==> src/rtl/fir_pkg.sv <==
// fir_pkg -- shared types and helpers for the FIR inverse block.
//   state_t   : controller state encoding
//   tap_idx_w : width of the tap down-counter for a given tap count
package fir_pkg;

  typedef enum logic [1:0] {
    IDLE = 2'd0,
    MAC  = 2'd1,
    FIN  = 2'd2,
    OUT  = 2'd3
  } state_t;

  // The MAC counter runs T-2 down to 0, so it needs enough bits for T-2.
  // Never narrower than one bit so T = 1 and T = 2 still elaborate.
  function automatic int tap_idx_w(input int t);
    int w;
    w = 1;
    while ((1 << w) < (t - 1)) w++;
    return w;
  endfunction

endpackage

==> src/rtl/fir_inv_hist.sv <==
// fir_inv_hist -- history shift register of recovered samples.
//   Parameters: T (taps), NI (sample width); holds T-1 entries.
//   CLK      : clock
//   RST      : asynchronous active-high reset, clears all entries
//   shift_en : push din into entry 0, older entries move up by one
//   din      : newest recovered sample
//   dout     : parallel read, dout[i] is the sample i+1 steps old
module fir_inv_hist #(
  parameter int T  = 4,
  parameter int NI = 8,
  localparam int HN = (T > 1) ? T - 1 : 1
) (
  input  logic                   CLK,
  input  logic                   RST,
  input  logic                   shift_en,
  input  logic [NI-1:0]          din,
  output logic [HN-1:0][NI-1:0]  dout
);

  always_ff @(posedge CLK or posedge RST) begin
    if (RST) begin
      dout <= '0;
    end else if (shift_en) begin
      dout[0] <= din;
      for (int i = 1; i < HN; i++) dout[i] <= dout[i-1];
    end
  end

endmodule

==> src/rtl/fir_inv.sv <==
// fir_inv -- recovers X from Y = sum_k W[k]*X[n-k] (mod 2^NO) with W[0] = 1,
// one sample at a time: X[n] = Y[n] - sum_{k>=1} W[k]*X[n-k], one MAC per cycle.
//   Parameters: T (taps), NI (X / coefficient width), NO (Y / arithmetic width)
//   CLK, RST             : clock, asynchronous active-high reset
//   IN_VALID / IN_READY  : input handshake for Y and W
//   Y                    : filtered sample, unsigned mod 2^NO
//   W                    : coefficients, W[0] is ignored (treated as 1)
//   OUT_VALID / OUT_READY: output handshake for X and ERR
//   X                    : recovered sample
//   ERR                  : recovered value overflowed NI bits
// Build option: define FIR_INV_CHECK_EN to enable the ERR overflow check;
// without it ERR is constant 0.
module fir_inv
  import fir_pkg::*;
#(
  parameter int T  = 4,
  parameter int NI = 8,
  parameter int NO = 2 * NI
) (
  input  logic                  CLK,
  input  logic                  RST,
  input  logic                  IN_VALID,
  output logic                  IN_READY,
  input  logic [NO-1:0]         Y,
  input  logic [T-1:0][NI-1:0]  W,
  output logic                  OUT_VALID,
  input  logic                  OUT_READY,
  output logic [NI-1:0]         X,
  output logic                  ERR
);

  // state | meaning
  // IDLE  | waiting for an input sample (IN_READY once out of reset)
  // MAC   | one W[k]*history[k] accumulate per cycle, k = T-1 .. 1
  // FIN   | X = Yreg - acc registered, overflow check registered
  // OUT   | X valid, held until OUT_READY

  localparam int HN = (T > 1) ? T - 1 : 1;
  localparam int CW = tap_idx_w(T);

  state_t                 state, state_nxt;
  logic                   run;
  logic [CW-1:0]          cnt;
  logic [NO-1:0]          y_reg, acc, diff, prod;
  logic [HN-1:0][NI-1:0]  w_reg, hist;
  logic                   in_hs, out_hs;
  logic                   unused_w0;

  assign unused_w0 = ^W[0];

  // run holds IN_READY low until the first edge after reset is released.
  always_ff @(posedge CLK or posedge RST) begin
    if (RST) begin
      state <= IDLE;
      run   <= 1'b0;
    end else begin
      state <= state_nxt;
      run   <= 1'b1;
    end
  end

  always_comb begin
    state_nxt = state;
    IN_READY  = 1'b0;
    OUT_VALID = 1'b0;
    case (state)
      IDLE: begin
        IN_READY = run;
        if (IN_VALID && run) state_nxt = (T > 1) ? MAC : FIN;
      end
      MAC: begin
        if (cnt == '0) state_nxt = FIN;
      end
      FIN: begin
        state_nxt = OUT;
      end
      OUT: begin
        OUT_VALID = 1'b1;
        if (OUT_READY) state_nxt = IDLE;
      end
      default: state_nxt = IDLE;
    endcase
  end

  assign in_hs  = IN_VALID && IN_READY;
  assign out_hs = OUT_VALID && OUT_READY;

  // Coefficient and history entry i both belong to tap k = i+1.
  assign prod = NO'(w_reg[cnt]) * NO'(hist[cnt]);
  assign diff = y_reg - acc;

`ifdef FIR_INV_CHECK_EN
  logic err_q;
`else
  logic unused_diff_hi;
  assign unused_diff_hi = ^diff[NO-1:NI];
`endif

  always_ff @(posedge CLK or posedge RST) begin
    if (RST) begin
      cnt   <= '0;
      y_reg <= '0;
      acc   <= '0;
      w_reg <= '0;
      X     <= '0;
`ifdef FIR_INV_CHECK_EN
      err_q <= 1'b0;
`endif
    end else begin
      if (in_hs) begin
        y_reg <= Y;
        acc   <= '0;
        cnt   <= CW'(T - 2);
        // (i+1) % T keeps the index legal when T = 1 (MAC never runs then).
        for (int i = 0; i < HN; i++) w_reg[i] <= W[(i + 1) % T];
      end
      if (state == MAC) begin
        acc <= acc + prod;
        cnt <= cnt - 1'b1;
      end
      if (state == FIN) begin
        X <= diff[NI-1:0];
`ifdef FIR_INV_CHECK_EN
        err_q <= |diff[NO-1:NI];
`endif
      end
    end
  end

`ifdef FIR_INV_CHECK_EN
  assign ERR = err_q;
`else
  assign ERR = 1'b0;
`endif

  generate
    if (T > 1) begin : g_hist
      fir_inv_hist #(
        .T  (T),
        .NI (NI)
      ) u_hist (
        .CLK      (CLK),
        .RST      (RST),
        .shift_en (out_hs),
        .din      (X),
        .dout     (hist)
      );
    end else begin : g_no_hist
      assign hist = '0;
    end
  endgenerate

endmodule

==> config.mk <==
export PLATFORM = sky130hd
export DESIGN_NAME = fir_inv
export DESIGN_NICKNAME = d
export VERILOG_FILES = /design/src/rtl/fir_pkg.sv /design/src/rtl/fir_inv_hist.sv /design/src/rtl/fir_inv.sv
export SDC_FILE = /design/constraint.sdc
export NUM_CORES = 1
export LEC_CHECK = 0
export CAP_MARGIN = 20
export CORE_ASPECT_RATIO = 0.5
export CORE_UTILIZATION = 41
export CTS_CLUSTER_DIAMETER = 30
export CTS_CLUSTER_SIZE = 12
export DETAILED_ROUTE_END_ITERATION = 12
export PLACE_DENSITY_LB_ADDON = 0.2
export SLEW_MARGIN = 0
export SYNTH_ARGS = -nofsm -noshare
export SYNTH_HDL_FRONTEND = slang
export SYNTH_SLANG_ARGS = --single-unit
==> constraint.sdc <==
create_clock -name CLK -period 6.5 [get_ports CLK]
set_clock_uncertainty 0.2 [all_clocks]
set_input_delay 0.975 -clock CLK [delete_from_list [all_inputs] [get_ports CLK]]
set_output_delay 0.975 -clock CLK [all_outputs]
set_load 0.01 [all_outputs]
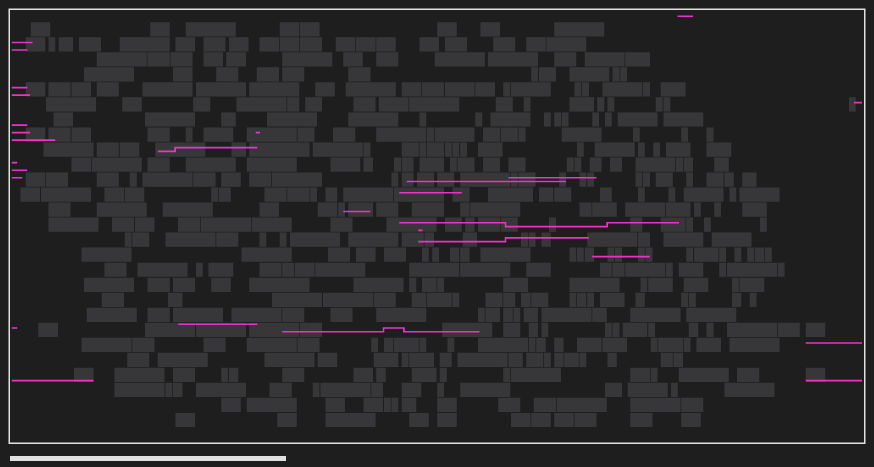
(run_1/layer_met3.png)
Bar = 50 um.
main direction: horizontal
wire length on this layer: 291 um
share of all routed wire: 3.1%

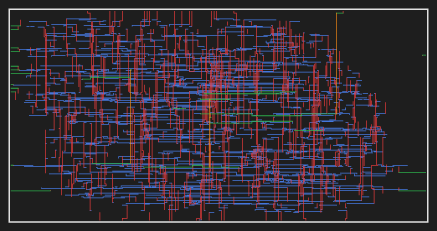
(run_1/wires.png)
legend:
  metal 4:
    colour: orange
    wire_length: 97.2 um
  metal 2:
    colour: red
    wire_length: 4020 um
  metal 3:
    colour: green
    wire_length: 291 um
  metal 1:
    colour: blue
    wire_length: 5060 um

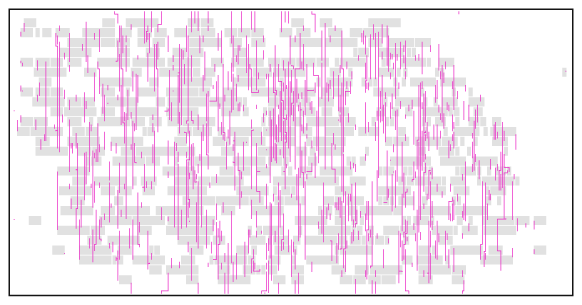
(run_1/layer_met2.png)
wire length on this layer: 4020 um
share of all routed wire: 42%
nets with wire on the layer: 454

==> ci_impl_report.md, run 1 <==
## PnR job results

| Metric | Value |
|---|---|
| Yosys Chip Area | between 0.004 and 0.005 mm2 |
| Synth Instances | roughly 430 |
| CTS clk-pin slew, worst paths | 60 ps |
| Final Hold Violating Endpoints | 0 |
| Comb area | 0.00251 mm2 |
| DR iter-0 viols | around 120 |
| Post-synth regs | 77 |
| Setup TNS | 0 ps |
| Row Count | 27 |
| Pre-CTS setup slack | about 1000 ps |
| Placed Area | 0.00532 mm2 |
| Total wire length | approximately 9500 um |
| R2R cell count | 17 |
| Root Buffer | clkbuf_16 |
| Startpoint Class | register |
| Nets | 571 |
| Final Slew Violations | 0 |
| First-pass GRT wire length | 15800 um |
| DR pass1 iterations | 4 |
| Top cells excl fill/tap | dfrtp_1 (77), mux2_2 (61), inv_1 (54) |
| Hpwl dp | 6980 um |
| Post-synth EDFFs | 0 |
| Part of the cycle the worst path needs | 84.1% |
| Slack of the critical path | 1030 ps |
| Reg2reg start | cnt[1] |
| Utilization after layout | 50.7% |
| Worst path required time | 6520 ps |
| Vias per cell | ~4.8 |
| Final Setup Violations | 0 |
| Fill cell count | 1005 |
| Vias post-DR | 2988 |
| Cells in synth_stat.txt | 425 |
| Hold Buf Count CTS | 0 |
| Post-CTS setup buffers | 0 |
| Crit Path Max Fanout | 18 |
| Avg Inst Size Synth | 11.2 um2 |
| Synth Warn # | 0 |
| R2R Path End | acc[7] |
| Fmax | around 180 MHz |
| RSZ-0062 raised after global routing | no |
| Max incr delay on CP | between 900 and 1000 ps |
| Slowest cell on crit path | dfrtp_1 |
| Clk Latency, worst-skew pair | approximately 340 ps |
| Antenna cells | 0 |
| Area leader share | 40.4% |
| Worst hold slack | 303 ps |
| Vias in the first global route | slightly above 3000 |
| Worst hold start | g_hist.u_hist.dout[23] |
| Commonest Layout Cell | dfrtp_1 |
| Cell Count, Final, Fillers Out | 621 |
| Initial antenna violation count | 0 |
| Largest net degree at the start of global routing | ~78 |
| Post_cts resized | 0 |
| Ports | 63 |
| Min Tclk post-route | ~5500 ps |
| CP dominant cell by count | fa_1 |
| Worst-Margin Slew | 1050 ps |
| Tool warnings | 45 |
| Die W | ~150 um |
| Clock sink total | roughly 77 |
| Post-route cell area | 0.00565 mm2 |
| Slew Limit Headroom | 29.5% |
| Synth area leader | dfrtp_1 |
| Number of max-cap violations | 0 |
| Number of buffers created by CTS | 9 |
| Crit path kind | register to register |
| Gr ovfl total | 0 |
| CP Data Arrival Time | 5480 ps |
| HP Class | register to register |
| Die height | 78.3 um |
| Synth Seq Share | around two fifths |
| Main synth FF type | dfrtp_1 |
| Buffers on Ports | between 40 and 50 |
| Largest delay contributor family on the critical path | adder cells |
| Syn-to-layout area delta | 18.3% |
| Buf/Inv on CP | 3 |
| Gr usage total | 17.4% |
| Flop area | 0.00193 mm2 |
| Clock tree buffer depth | 2 |
| CP startpoint | cnt[1] |
| Synth async-reset ratio | 100% |
| CP cell instances | mux2i_1 > o22ai_2 > nand2_1 > fa_1 > inv_1 > fa_1 > ha_1 > inv_1 > fa_1 > inv_1 > fa_1 > a21o_1 > a21oi_1 > xnor2_1 > xnor3_1 > xnor2_1 > o21ai_1 |
| WL/cell | 15.3 um |
| Crit path capture | acc[7] |
| Top cells by area | dfrtp_1 (40%), mux2_2 (14%), fa_1 (8.0%), ha_1 (7.6%), inv_1 (4.3%) |
| Core Area | 0.0111 mm2 |
| Cell Count Post-Placement | 605 |
| Reg2reg setup slack | roughly 1000 ps |
| CP endpoint kind | register |
| Drc violations | 0 |
| Netlist Area Pre-Place | 0.00477 mm2 |
| Crit path depth | 17 |
| Status | finished, final reports clean |
| Post-route ant nets | 0 |
| CTS tree | built |
| Die area | 0.0121 mm2 |
| Distinct cell type count after synthesis | around 42 |
| Synthesized Nets | 525 |
| GPL Wtd Cong | roughly 0.76 |
| FP Core Util | 42.8% |
| Share of cells above drive strength 1 | between 20 and 25% |
| H-tree Lvls | 3 |
[run 1: Yosys cell counts (all sizes together) (4+ instances only)]
master    n
dfrtp    77
mux2     61
inv      55
nand2    53
ha       29
fa       19
xnor2    17
mux2i    15
o21ai    15
buf      12
a21oi    11
nor2     10
and2      7
o22ai     7
o2bb2ai   6
nor2b     5
clkbuf    4
xor2      4
[run 1: metal layers]
layer / wire (um) / vias up / track usage, % / share of wire [%]
met5: 0 / - / 0 / 0
met4: 97 / 0 / 4.46 / 1.0
met3: 290 / 9 / 4.42 / 3.1
met2: 4020 / 36 / 26.0 / 42
met1: 5060 / 1459 / 25.1 / 53
li1: - / 1484 / - / -
[run 1: cell families after synthesis]
kind of cell | Yosys count | share of synthesized area (%)
other cells | 2 | 0.157
simple gates | 80 | 7.26
flops | 77 | 40.4
buf+inv | 71 | 7.05
fa+ha+maj | 48 | 15.6
xor+xnor | 22 | 4.48
mux | 76 | 17.5
compound gates | 49 | 7.60
[run 1: layout make-up]
| cell class | count | share of cell area, % |
|---|---|---|
| inverters | 55 | 3.65 |
| clock buffers | 9 | 3.99 |
| clock inverters | 7 | 1.84 |
| well taps | 145 | 3.21 |
| multi-input cells | 277 | 44.4 |
| repair buffers | 51 | 8.77 |
| flip-flops and latches | 77 | 34.1 |
[run 1: worst min path at each step]
| stage | slack [ps] | cells after the start | end |
|---|---|---|---|
| 2_1_floorplan | 270 | 1 | w_reg[15] |
| 3_3_place_gp | 280 | 1 | w_reg[15] |
| 3_5_place_dp | 290 | 1 | w_reg[15] |
| 4_1_cts | 310 | 1 | g_hist.u_hist.dout[23] |
| 5_1_grt | 320 | 1 | g_hist.u_hist.dout[23] |
| 6_report | 300 | 1 | g_hist.u_hist.dout[23] |
==> run_1/congestion.png <==
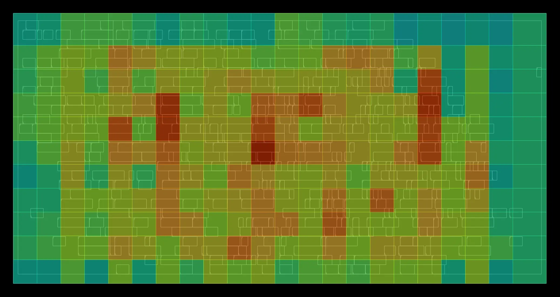

==> run 1 -> run 2 <==
- clock period: 6.5 -> 5.6 ns (I/O delays scaled with it)
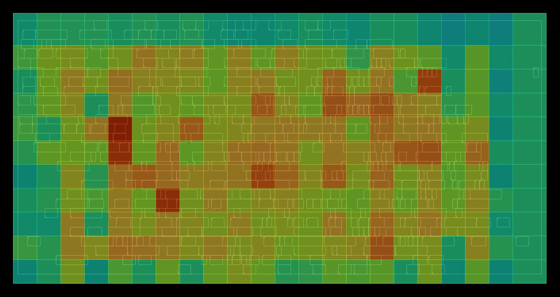
(run_2/congestion.png)
gr usage total: 17.0%
utilization after layout: 50.8%
Most Crowded Layer GR: met1
WL/cell: 14.9 um
met3 Usage GRT: 3.53%

==> ci_impl_report.md, run 2 <==
## PnR job results

| Metric | Value |
|---|---|
| Status | finished, final reports clean (unchanged) |
| Gr ovfl total | 0 (unchanged) |
| Post-synth EDFFs | 0 (unchanged) |
| Root Buffer | clkbuf_16 (unchanged) |
| Hpwl dp | 7030 um (was 6980 um) |
| Final Setup Violations | 0 (unchanged) |
| Clock buffer count | 9 (unchanged) |
| Leading cell kind | logic gates (unchanged) |
| Clock sink total | 77 (unchanged) |
| Fmax | 191 MHz (was 183 MHz) |
| Main synth FF type | dfrtp_1 (unchanged) |
| Comb/total area | 44.4% (about the same) |
| Top cells excl fill/tap | dfrtp_1 (77), mux2_2 (61), inv_1 (54) (unchanged) |
| Seq/total area | 34.0% (was 34.1%) |
| Fill cell count | 991 (was 1005) |
| H-tree Lvls | 3 (unchanged) |
| Post_cts resized | 0 (unchanged) |
| R2R cell count | 17 (unchanged) |
| Inverter count | 55 (unchanged) |
| Flip-flops | 77 (unchanged) |
| Max incr delay on CP | 740 ps (was 910 ps) |
| Flop area | 0.00193 mm2 (unchanged) |
| Die area | 0.0121 mm2 (unchanged) |
| Antenna cells | 0 (unchanged) |
| Final Slew Violations | 0 (unchanged) |
| Tap cells | 145 (unchanged) |
| Worst path required time | 5620 ps (was 6520 ps) |
| Cell with the most instances after synthesis | dfrtp_1 (unchanged) |
| Total wire length | 9340 um (was 9470 um) |
| HP Class | register to register (unchanged) |
| Synth Warn # | 0 (unchanged) |
| DR iter-0 viols | 172 (was 118) |
| Post-CTS setup buffers | 0 (unchanged) |
| Nets | 576 (was 571) |
| CP Data Arrival Time | 5270 ps (was 5480 ps) |
| Post-synth regs | 77 (unchanged) |
| First-pass GRT wire length | 15800 um (about the same) |
| CP endpoint kind | register (unchanged) |
| Die height | 78.3 um (unchanged) |
| Post-route ant nets | 0 (unchanged) |
| Row Count | 27 (unchanged) |
| Clk Latency, worst-skew pair | 350 ps (was 340 ps) |
| Vias in the first global route | 3097 (was 3073) |
| Part of the cycle the worst path needs | 93.7% (was 84.1%) |
| Setup TNS | 0 ps (unchanged) |
| Yosys Chip Area | 0.00477 mm2 (unchanged) |
| Pre-CTS setup slack | 327 ps (was 1030 ps) |
| Number of buffers created by CTS | 9 (unchanged) |
| RSZ-0062 raised after global routing | no (unchanged) |
| Distinct cell type count after synthesis | 42 (unchanged) |
| GPL Wtd Cong | 0.796 (was 0.760) |
| Synth area leader | dfrtp_1 (unchanged) |
| Reg2reg setup slack | 350 ps (was 1030 ps) |
| Vias post-DR | 3073 (was 2988) |
| Netlist Area Pre-Place | 0.00477 mm2 (unchanged) |
| CTS tree | built (unchanged) |
| Number of max-cap violations | 0 (unchanged) |
| DR pass1 iterations | 4 (unchanged) |
| Core Area | 0.0111 mm2 (unchanged) |
| Top cells by area | dfrtp_1 (40%), mux2_2 (14%), fa_1 (8.0%), ha_1 (7.6%), inv_1 (4.3%) (unchanged) |
| CP dominant cell by count | fa_1 (unchanged) |
| FP Core Util | 42.8% (unchanged) |
| Non-clk bufs | 56 (was 51) |
| Hold path depth | 1 (unchanged) |
| GR Util met1 | 25.5% (was 25.1%) |
| Die W | 155 um (unchanged) |
| Non-clk buf share | 9.42% (was 8.77%) |
| #MultiIn Comb | 277 (unchanged) |
| Drc violations | 0 (unchanged) |
| GRT met2 Usage | 25.2% (was 26.0%) |
| Crit path kind | register to register (unchanged) |
| Initial antenna violation count | 0 (unchanged) |
| Largest net degree at the start of global routing | 46 (was 78) |
| CP cell instances | mux2i_1 > o22ai_2 > nand2_1 > fa_1 > inv_1 > fa_1 > ha_1 > inv_1 > fa_1 > inv_1 > fa_1 > a21o_1 > a21oi_1 > xnor2_1 > xnor3_1 > xnor2_1 > o21ai_1 (unchanged) |
run 2: cell counts after synthesis:
Identical to the previous run, type by type.
run 2: path summary, 6_finish.rpt:
check                               start         to
worst max-delay path               cnt[1]     acc[7]
worst min-delay path            w_reg[22]  w_reg[22]
worst max register to register     cnt[1]     acc[7]
worst min register to register  w_reg[22]  w_reg[22]
max in group asynchronous             RST     acc[0]
min in group asynchronous             RST   w_reg[2]
run 2: per-stage QoR:
stage	instances	hold slack, ps
2_1_floorplan	425	271
4_1_cts	626	309
5_1_grt	626	317
3_3_place_gp	610	280
6_report	626	306
3_5_place_dp	610	290
run 2: per-layer routing:
metal | up-vias | wire length, um
met1 | 1512 | 5070
met3 | 8 | 258
met4 | 0 | 83
met2 | 53 | 3930
met5 | - | 0
li1 | 1500 | -
run 2: cells by family (layout without fill, tap and decap cells):
kind of cell	count (synthesis)	in the layout	share of synthesized area, %
other cells	2	2	0.157
compound gates	49	49	7.60
fa+ha+maj	48	48	15.6
xor+xnor	22	22	4.48
mux	76	76	17.5
flops	77	77	40.4
simple gates	80	80	7.26
buf+inv	71	127	7.05
run 2: critical path, delay by kind of cell, from the launching register on:
family | cells | cell delay (ps)
compound gates | 4 | 880
xor+xnor | 3 | 580
fa+ha+maj | 5 | 2240
buf+inv | 3 | 160
flops | 1 | 740
mux | 1 | 170
simple gates | 1 | 140
==> run 2 -> run 3 <==
- SKIP_LAST_GASP: unset -> 1
- SLEW_MARGIN: 0 -> 20
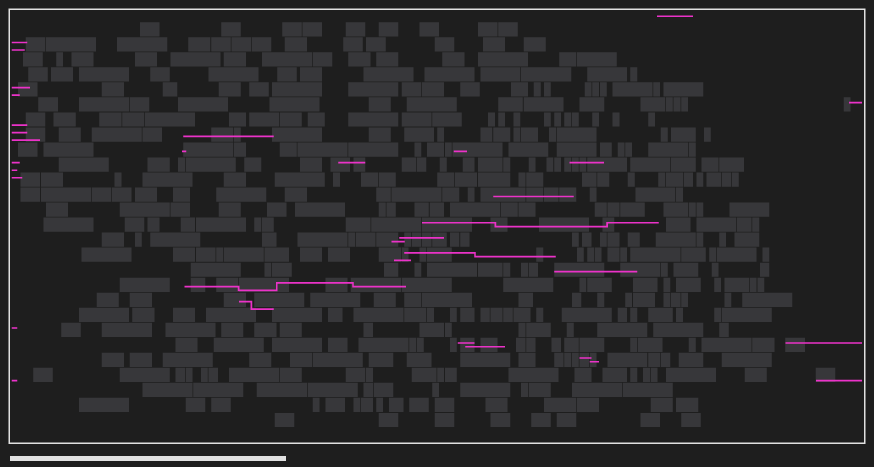
(run_3/layer_met3.png)
Bar = 50 um.
wire length on this layer: 258 um
share of all routed wire: 2.8%
nets with wire on the layer: 27
longest straight run: 20.2 um
main direction: horizontal

==> ci_impl_report.md, run 3 <==
## PnR job results

| Metric | Value |
|---|---|
| Placed Area | 0.00536 mm2 (unchanged) |
| Post-CTS setup buffers | 0 (unchanged) |
| Gr usage total | 17.0% (unchanged) |
| Tool warnings | 45 (unchanged) |
| Number of buffers created by CTS | 9 (unchanged) |
| Cell Count Post-Placement | 610 (unchanged) |
| First-pass GRT wire length | 15800 um (unchanged) |
| Die area | 0.0121 mm2 (unchanged) |
| Synth Seq Share | 40.4% (unchanged) |
| Synth Warn # | 0 (unchanged) |
| Slew Limit Headroom | 32.2% (unchanged) |
| Buffers on Ports | 45 (unchanged) |
| Final Setup Violations | 0 (unchanged) |
| Netlist Area Pre-Place | 0.00477 mm2 (unchanged) |
| CTS tree | built (unchanged) |
| H-tree Lvls | 3 (unchanged) |
| CTS clk-pin slew, worst paths | 70 ps (about the same) |
| Root Buffer | clkbuf_16 (unchanged) |
| Vias in the first global route | 3097 (unchanged) |
| Mux frac, synth | 17.5% (unchanged) |
| Clk Latency, worst-skew pair | 350 ps (about the same) |
| Top cells by area | dfrtp_1 (40%), mux2_2 (14%), fa_1 (8.0%), ha_1 (7.6%), inv_1 (4.3%) (unchanged) |
| Crit path kind | register to register (unchanged) |
| DR pass1 iterations | 4 (unchanged) |
| GPL Wtd Cong | 0.796 (unchanged) |
| Yosys Chip Area | 0.00477 mm2 (unchanged) |
| Cells in synth_stat.txt | 425 (unchanged) |
| Final Slew Violations | 0 (unchanged) |
| Post_cts resized | 0 (unchanged) |
| Clock tree buffer depth | 2 (unchanged) |
| Top non-seq family | multiplexers (unchanged) |
| CP endpoint kind | register (unchanged) |
| Setup TNS | 0 ps (unchanged) |
| Post-synth EDFFs | 0 (unchanged) |
| Initial antenna violation count | 0 (unchanged) |
| Core Area | 0.0111 mm2 (unchanged) |
| Gr ovfl total | 0 (unchanged) |
| Simple Share, Synth | 7.26% (unchanged) |
| Worst-Margin Slew | 1010 ps (unchanged) |
| Vias per cell | 4.91 (unchanged) |
| Hold Buf Count CTS | 0 (unchanged) |
| Utilization after layout | 50.8% (unchanged) |
| FP Core Util | 42.8% (unchanged) |
| Share of cells above drive strength 1 | 21.0% (unchanged) |
| Largest net degree at the start of global routing | 46 (unchanged) |
| Post-synth top cells | dfrtp_1 (77), mux2_2 (61), inv_1 (55), nand2_1 (52), ha_1 (29) (unchanged) |
| Post-synthesis adder-cell area fraction | 15.6% (unchanged) |
| Avg Inst Size Synth | 11.2 um2 (unchanged) |
| Fmax | 191 MHz (unchanged) |
| Area leader share | 40.4% (unchanged) |
| Status | finished, final reports clean (unchanged) |
| Reg2reg start | cnt[1] (unchanged) |
| Row Count | 27 (unchanged) |
| Die height | 78.3 um (unchanged) |
| Cell with the most instances after synthesis | dfrtp_1 (unchanged) |
| Synthesized Nets | 525 (unchanged) |
| RSZ-0062 raised after global routing | no (unchanged) |
| Vias post-DR | 3073 (unchanged) |
| Post-Synth AOI/OAI Area | 7.60% (unchanged) |
| Post-route cell area | 0.00566 mm2 (unchanged) |
| Startpoint Class | register (unchanged) |
| Drc violations | 0 (unchanged) |
| HP Class | register to register (unchanged) |
| Worst path required time | 5620 ps (about the same) |
| Final Hold Violating Endpoints | 0 (unchanged) |
| Post-synth regs | 77 (unchanged) |
| Total wire length | 9340 um (unchanged) |
| Worst hold slack | 306 ps (unchanged) |
| Post-route ant nets | 0 (unchanged) |
| Slack of the critical path | 351 ps (unchanged) |
| Part of the cycle the worst path needs | 93.7% (unchanged) |
| Clock sink total | 77 (unchanged) |
| CP startpoint | cnt[1] (unchanged) |
| Pre-CTS setup slack | 327 ps (unchanged) |
## run 3: cell counts in the layout (fill, tap and decap cells not counted)
Identical to the previous run, type by type.
## run 3: layout make-up
type,instances,area [um2]
clock buffer,9,225
inverter,55,206
tap,145,181
sequential,77,1930
multi-input combinational,277,2510
clock inverter,7,75.1
timing repair buffer,56,533
fill,991,5490
## run 3: worst max-delay path: stages (launching register included)
cell	delay [ps]
dfrtp_1	740
mux2i_1	170
o22ai_2	430
nand2_1	140
fa_1	520
inv_1	50
fa_1	450
ha_1	290
inv_1	50
fa_1	530
inv_1	60
fa_1	450
a21o_1	170
a21oi_1	210
xnor2_1	170
xnor3_1	260
xnor2_1	150
o21ai_1	70
## run 3: worst paths after layout
| check | to | slack [ps] | cells after the start |
|---|---|---|---|
| setup reg to reg | acc[7] | 350 | 17 |
| hold / removal | w_reg[22] | 310 | 1 |
| max in group asynchronous | acc[0] | 3380 | 3 |
| setup / recovery | acc[7] | 350 | 17 |
| min in group asynchronous | w_reg[2] | 820 | 2 |
| hold reg to reg | w_reg[22] | 310 | 1 |
## run 3: kinds of logic after synthesis
family / after synthesis
AOI/OAI and AO/OA: 49
xor gates and xnor gates: 22
adders and majority gates: 48
buffers and inverters: 71
DFF: 77
muxes: 76
other: 2
and+or+nand+nor: 80
## run 3: metal layers
| layer | vias up | part of all wire [%] | global-route usage, % |
|---|---|---|---|
| met2 | 53 | 42 | 25.2 |
| met4 | 0 | 0.89 | 3.86 |
| li1 | 1500 | - | - |
| met5 | - | 0 | 0 |
| met1 | 1512 | 54 | 25.5 |
| met3 | 8 | 2.8 | 3.53 |
